**src/rtl/tiny_rv_pipe_ctrl_if.sv**
```systemverilog
// Decode, execute and writeback signals exchanged between the tiny_rv pipeline and its
// sequencing controller. The pipeline side is master and the controller is slave.
interface tiny_rv_pipe_ctrl_if;
    logic [6:0]  decode_opcode;
    logic [4:0]  decode_rs1;
    logic [4:0]  decode_rs2;
    logic [4:0]  decode_rd;
    logic        i_ex_redirect;
    logic        i_mem_busy;
    logic        i_load_wb;
    logic [4:0]  i_load_wb_rd;
    logic        o_pipe_stall;
    logic        o_pipe_flush;
    logic [31:0] o_sb_pending;

    modport master (
        output decode_opcode, decode_rs1, decode_rs2, decode_rd,
        output i_ex_redirect, i_mem_busy, i_load_wb, i_load_wb_rd,
        input  o_pipe_stall, o_pipe_flush, o_sb_pending
    );

    modport slave (
        input  decode_opcode, decode_rs1, decode_rs2, decode_rd,
        input  i_ex_redirect, i_mem_busy, i_load_wb, i_load_wb_rd,
        output o_pipe_stall, o_pipe_flush, o_sb_pending
    );
endinterface

```
**src/rtl/tiny_rv_pipe_ctrl.sv**
```systemverilog
// tiny_rv pipeline stall/flush sequencer with load-use scoreboard.
// Optional TINY_RV_PIPE_PERF_EN adds stall/flush cycle counters.
module tiny_rv_pipe_ctrl #(
    parameter int unsigned FLUSH_CYCLES = 2
) (
    input  logic                 i_clk,
    input  logic                 i_reset_n,
`ifdef TINY_RV_PIPE_PERF_EN
    output logic [31:0]          o_stall_cycles,
    output logic [31:0]          o_flush_cycles,
`endif
    tiny_rv_pipe_ctrl_if.slave   bus
);

    localparam logic [6:0] OP_LOAD   = 7'b0000011;
    localparam logic [6:0] OP_LUI    = 7'b0110111;
    localparam logic [6:0] OP_AUIPC  = 7'b0010111;
    localparam logic [6:0] OP_JAL    = 7'b1101111;
    localparam logic [6:0] OP_BRANCH = 7'b1100011;
    localparam logic [6:0] OP_STORE  = 7'b0100011;
    localparam logic [6:0] OP_OP     = 7'b0110011;

    localparam bit         MULTI_FLUSH = (FLUSH_CYCLES > 1);
    localparam logic [3:0] CNT_RELOAD  = 4'(FLUSH_CYCLES - 1);

    typedef enum logic {
        RUN   = 1'b0,
        FLUSH = 1'b1
    } state_t;

    state_t      r_state;
    state_t      w_state_nxt;
    logic [3:0]  r_cnt;
    logic [3:0]  w_cnt_nxt;
    logic [31:1] r_pending;
    logic [31:1] w_pending_nxt;

    logic [31:0] w_pend_full;
    logic [31:0] w_set_vec;
    logic [31:0] w_clr_vec;
    logic        w_rs1_used;
    logic        w_rs2_used;
    logic        w_hazard;
    logic        w_flush;
    logic        w_stall;
    logic        w_advance;

    // Bit 0 is tied low so x0 can never look pending.
    assign w_pend_full = {r_pending, 1'b0};

    always_comb begin
        w_rs1_used = 1'b1;
        w_rs2_used = 1'b0;
        if ((bus.decode_opcode == OP_LUI) || (bus.decode_opcode == OP_AUIPC) ||
            (bus.decode_opcode == OP_JAL)) begin
            w_rs1_used = 1'b0;
        end
        if ((bus.decode_opcode == OP_BRANCH) || (bus.decode_opcode == OP_STORE) ||
            (bus.decode_opcode == OP_OP)) begin
            w_rs2_used = 1'b1;
        end
    end

    assign w_hazard  = (w_rs1_used & w_pend_full[bus.decode_rs1]) |
                       (w_rs2_used & w_pend_full[bus.decode_rs2]);
    assign w_flush   = bus.i_ex_redirect | (r_state == FLUSH);
    assign w_stall   = ~w_flush & (bus.i_mem_busy | w_hazard);
    assign w_advance = ~w_stall & ~w_flush;

    assign bus.o_pipe_flush = w_flush;
    assign bus.o_pipe_stall = w_stall;
    assign bus.o_sb_pending = w_pend_full;

    // Set is OR-ed after the clear so a same-cycle set on the same index wins.
    always_comb begin
        w_set_vec = 32'd0;
        w_clr_vec = 32'd0;
        if (w_advance && (bus.decode_opcode == OP_LOAD) && (bus.decode_rd != 5'd0)) begin
            w_set_vec = 32'd1 << bus.decode_rd;
        end
        if (bus.i_load_wb && (bus.i_load_wb_rd != 5'd0)) begin
            w_clr_vec = 32'd1 << bus.i_load_wb_rd;
        end
        w_pending_nxt = (r_pending & ~w_clr_vec[31:1]) | w_set_vec[31:1];
    end

    always_comb begin
        w_state_nxt = r_state;
        w_cnt_nxt   = r_cnt;
        case (r_state)
            RUN: begin
                if (bus.i_ex_redirect && MULTI_FLUSH) begin
                    w_state_nxt = FLUSH;
                    w_cnt_nxt   = CNT_RELOAD;
                end
            end
            FLUSH: begin
                if (bus.i_ex_redirect && MULTI_FLUSH) begin
                    w_cnt_nxt = CNT_RELOAD;
                end else if (r_cnt <= 4'd1) begin
                    w_state_nxt = RUN;
                    w_cnt_nxt   = 4'd0;
                end else begin
                    w_cnt_nxt = r_cnt - 4'd1;
                end
            end
            default: begin
                w_state_nxt = RUN;
                w_cnt_nxt   = 4'd0;
            end
        endcase
    end

    always_ff @(posedge i_clk or negedge i_reset_n) begin
        if (!i_reset_n) begin
            r_state   <= RUN;
            r_cnt     <= 4'd0;
            r_pending <= '0;
        end else begin
            r_state   <= w_state_nxt;
            r_cnt     <= w_cnt_nxt;
            r_pending <= w_pending_nxt;
        end
    end

`ifdef TINY_RV_PIPE_PERF_EN
    logic [31:0] r_stall_cycles;
    logic [31:0] r_flush_cycles;

    always_ff @(posedge i_clk or negedge i_reset_n) begin
        if (!i_reset_n) begin
            r_stall_cycles <= 32'd0;
            r_flush_cycles <= 32'd0;
        end else begin
            r_stall_cycles <= r_stall_cycles + 32'(w_stall);
            r_flush_cycles <= r_flush_cycles + 32'(w_flush);
        end
    end

    assign o_stall_cycles = r_stall_cycles;
    assign o_flush_cycles = r_flush_cycles;
`endif

endmodule

```
**src/flat_wrapper.sv**
```systemverilog
// flat-port wrapper written by rule: the top's interface ports become plain ports
module tiny_rv_pipe_ctrl_flat 
#(
    parameter int unsigned FLUSH_CYCLES = 2
)
  (i_clk, i_reset_n, bus_decode_opcode, bus_decode_rs1, bus_decode_rs2, bus_decode_rd, bus_i_ex_redirect, bus_i_mem_busy, bus_i_load_wb, bus_i_load_wb_rd, bus_o_pipe_stall, bus_o_pipe_flush, bus_o_sb_pending);
  tiny_rv_pipe_ctrl_if bus_i ();
  input  logic i_clk;
  input  logic i_reset_n;
  input wire logic [$bits(bus_i.decode_opcode)-1:0] bus_decode_opcode;
  input wire logic [$bits(bus_i.decode_rs1)-1:0] bus_decode_rs1;
  input wire logic [$bits(bus_i.decode_rs2)-1:0] bus_decode_rs2;
  input wire logic [$bits(bus_i.decode_rd)-1:0] bus_decode_rd;
  input wire logic [$bits(bus_i.i_ex_redirect)-1:0] bus_i_ex_redirect;
  input wire logic [$bits(bus_i.i_mem_busy)-1:0] bus_i_mem_busy;
  input wire logic [$bits(bus_i.i_load_wb)-1:0] bus_i_load_wb;
  input wire logic [$bits(bus_i.i_load_wb_rd)-1:0] bus_i_load_wb_rd;
  output wire logic [$bits(bus_i.o_pipe_stall)-1:0] bus_o_pipe_stall;
  output wire logic [$bits(bus_i.o_pipe_flush)-1:0] bus_o_pipe_flush;
  output wire logic [$bits(bus_i.o_sb_pending)-1:0] bus_o_sb_pending;
  assign bus_i.decode_opcode = bus_decode_opcode;
  assign bus_i.decode_rs1 = bus_decode_rs1;
  assign bus_i.decode_rs2 = bus_decode_rs2;
  assign bus_i.decode_rd = bus_decode_rd;
  assign bus_i.i_ex_redirect = bus_i_ex_redirect;
  assign bus_i.i_mem_busy = bus_i_mem_busy;
  assign bus_i.i_load_wb = bus_i_load_wb;
  assign bus_i.i_load_wb_rd = bus_i_load_wb_rd;
  assign bus_o_pipe_stall = bus_i.o_pipe_stall;
  assign bus_o_pipe_flush = bus_i.o_pipe_flush;
  assign bus_o_sb_pending = bus_i.o_sb_pending;
  tiny_rv_pipe_ctrl #(.FLUSH_CYCLES(FLUSH_CYCLES)) u_core (.i_clk(i_clk), .i_reset_n(i_reset_n), .bus(bus_i));
endmodule
```
**config.mk**
```make
export PLATFORM = sky130hd
export DESIGN_NAME = tiny_rv_pipe_ctrl_flat
export DESIGN_NICKNAME = d
export VERILOG_FILES = /design/src/rtl/tiny_rv_pipe_ctrl_if.sv /design/src/rtl/tiny_rv_pipe_ctrl.sv /design/src/flat_wrapper.sv
export SDC_FILE = /design/constraint.sdc
export NUM_CORES = 1
export LEC_CHECK = 0
export CAP_MARGIN = 10
export CORE_MARGIN = 5
export CORE_UTILIZATION = 53
export CTS_CLUSTER_DIAMETER = 120
export DETAILED_ROUTE_END_ITERATION = 8
export PLACE_DENSITY = 0.94
export SYNTH_ARGS = -nofsm -noshare
export SYNTH_HDL_FRONTEND = slang
export SYNTH_SLANG_ARGS = --single-unit
```
**constraint.sdc**
```tcl
create_clock -name i_clk -period 7 [get_ports i_clk]
set_input_delay 1.05 -clock i_clk [delete_from_list [all_inputs] [get_ports i_clk]]
set_output_delay 1.05 -clock i_clk [all_outputs]
set_load 0.01 [all_outputs]
```
==> images/m2.png <==
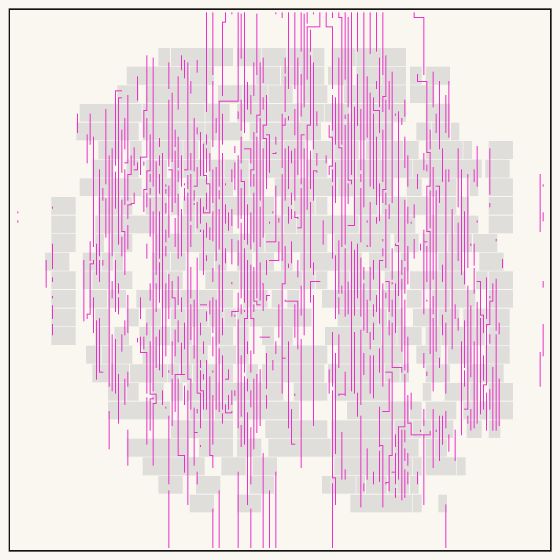
share of all routed wire	48%
longest straight run	33.7 um
nets with wire on the layer	307
main direction	vertical

==> images/m3.png <==
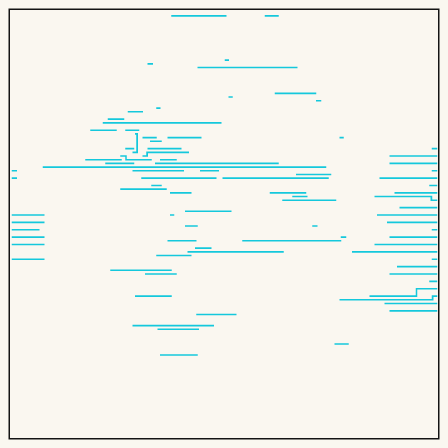
longest straight run	52.0 um
share of all routed wire	8.5%
nets with wire on the layer	69
wire length on this layer	620 um
met3 Resource Use GR: 3.97%
DR vias: 2,453

==> flow_summary.json <==
{
  "syn_area_sq_um": 2520,
  "clkTransAtPathRegs_ns": 0.07,
  "ys_warn_count": 0,
  "swShare_pct": 26.1,
  "grt_pass1_vias": 2480,
  "setup_violations": 0,
  "grt_use_met2_pct": 40.4,
  "clkLatencyLatePin_ns": 0.29,
  "warnings": 27,
  "antenna_found_initial": 0,
  "place_ws_ns": 2.17,
  "yosysUniqueCellTypes": 47,
  "grt_busiest_layer": "met2",
  "ctsRootBufferMaster": "clkbuf_8",
  "stdcell_area_sq_um": 3240,
  "drt_iter0_drc": 194,
  "p_leak_nw": 1.23,
  "rows": 25,
  "cts-resized-gates": 0,
  "fp_nets": 290,
  "finalClockSkew_ns": 0.00261,
  "post-route-drc-count": 0,
  "holdPathStages": 2,
  "grt_overflow": 0,
  "status": "complete, no violations",
  "ys.flop_type": "dfrtp_1",
  "crit_top_cell": "clkdlybuf4s50_1",
  "place_inst": 360,
  "p_sw_uw": 119,
  "crit_path_end_kind": "output pin",
  "critPathLaunchType": "input port",
  "synthArstFlopShare_pct": 100,
  "worstReg2RegEnd": "u_core.r_pending[8]",
  "finalHoldViolCount": 0
}
==> images/m1.png <==
Scale bar: 20 um. Supply wires on this layer in grey.
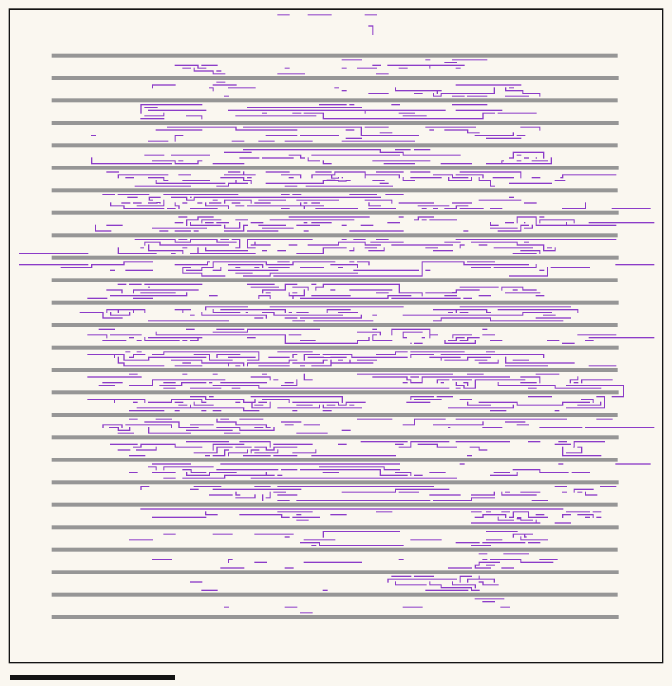
main direction	horizontal
share of all routed wire	40%
nets with wire on the layer	310
Routed WL: 7.28 mm
GR Util met1: 32.7%

[placed cells by master, fill, tap and decap left out, types with 7 or more instances in the layout]
cell,netlist,layout
clkdlybuf4s50_1,0,64
o21ai_0,40,40
dfrtp_1,36,36
o41ai_1,16,16
nor2_1,13,13
nand2b_1,13,13
or4_1,13,13
nand2_1,12,12
mux2i_1,11,11
mux4_2,10,10
clkbuf_8,0,7
[kinds of logic (layout without fill, tap and decap cells)]
| group | Yosys count | after routing | synth area share (%) |
|---|---|---|---|
| other cells | 1 | 1 | 0.149 |
| fa+ha+maj | 2 | 2 | 0.993 |
| buf+inv | 21 | 79 | 5.31 |
| compound gates | 84 | 84 | 22.5 |
| flops | 36 | 36 | 35.7 |
| simple gates | 89 | 89 | 20.5 |
| mux | 23 | 23 | 14.8 |
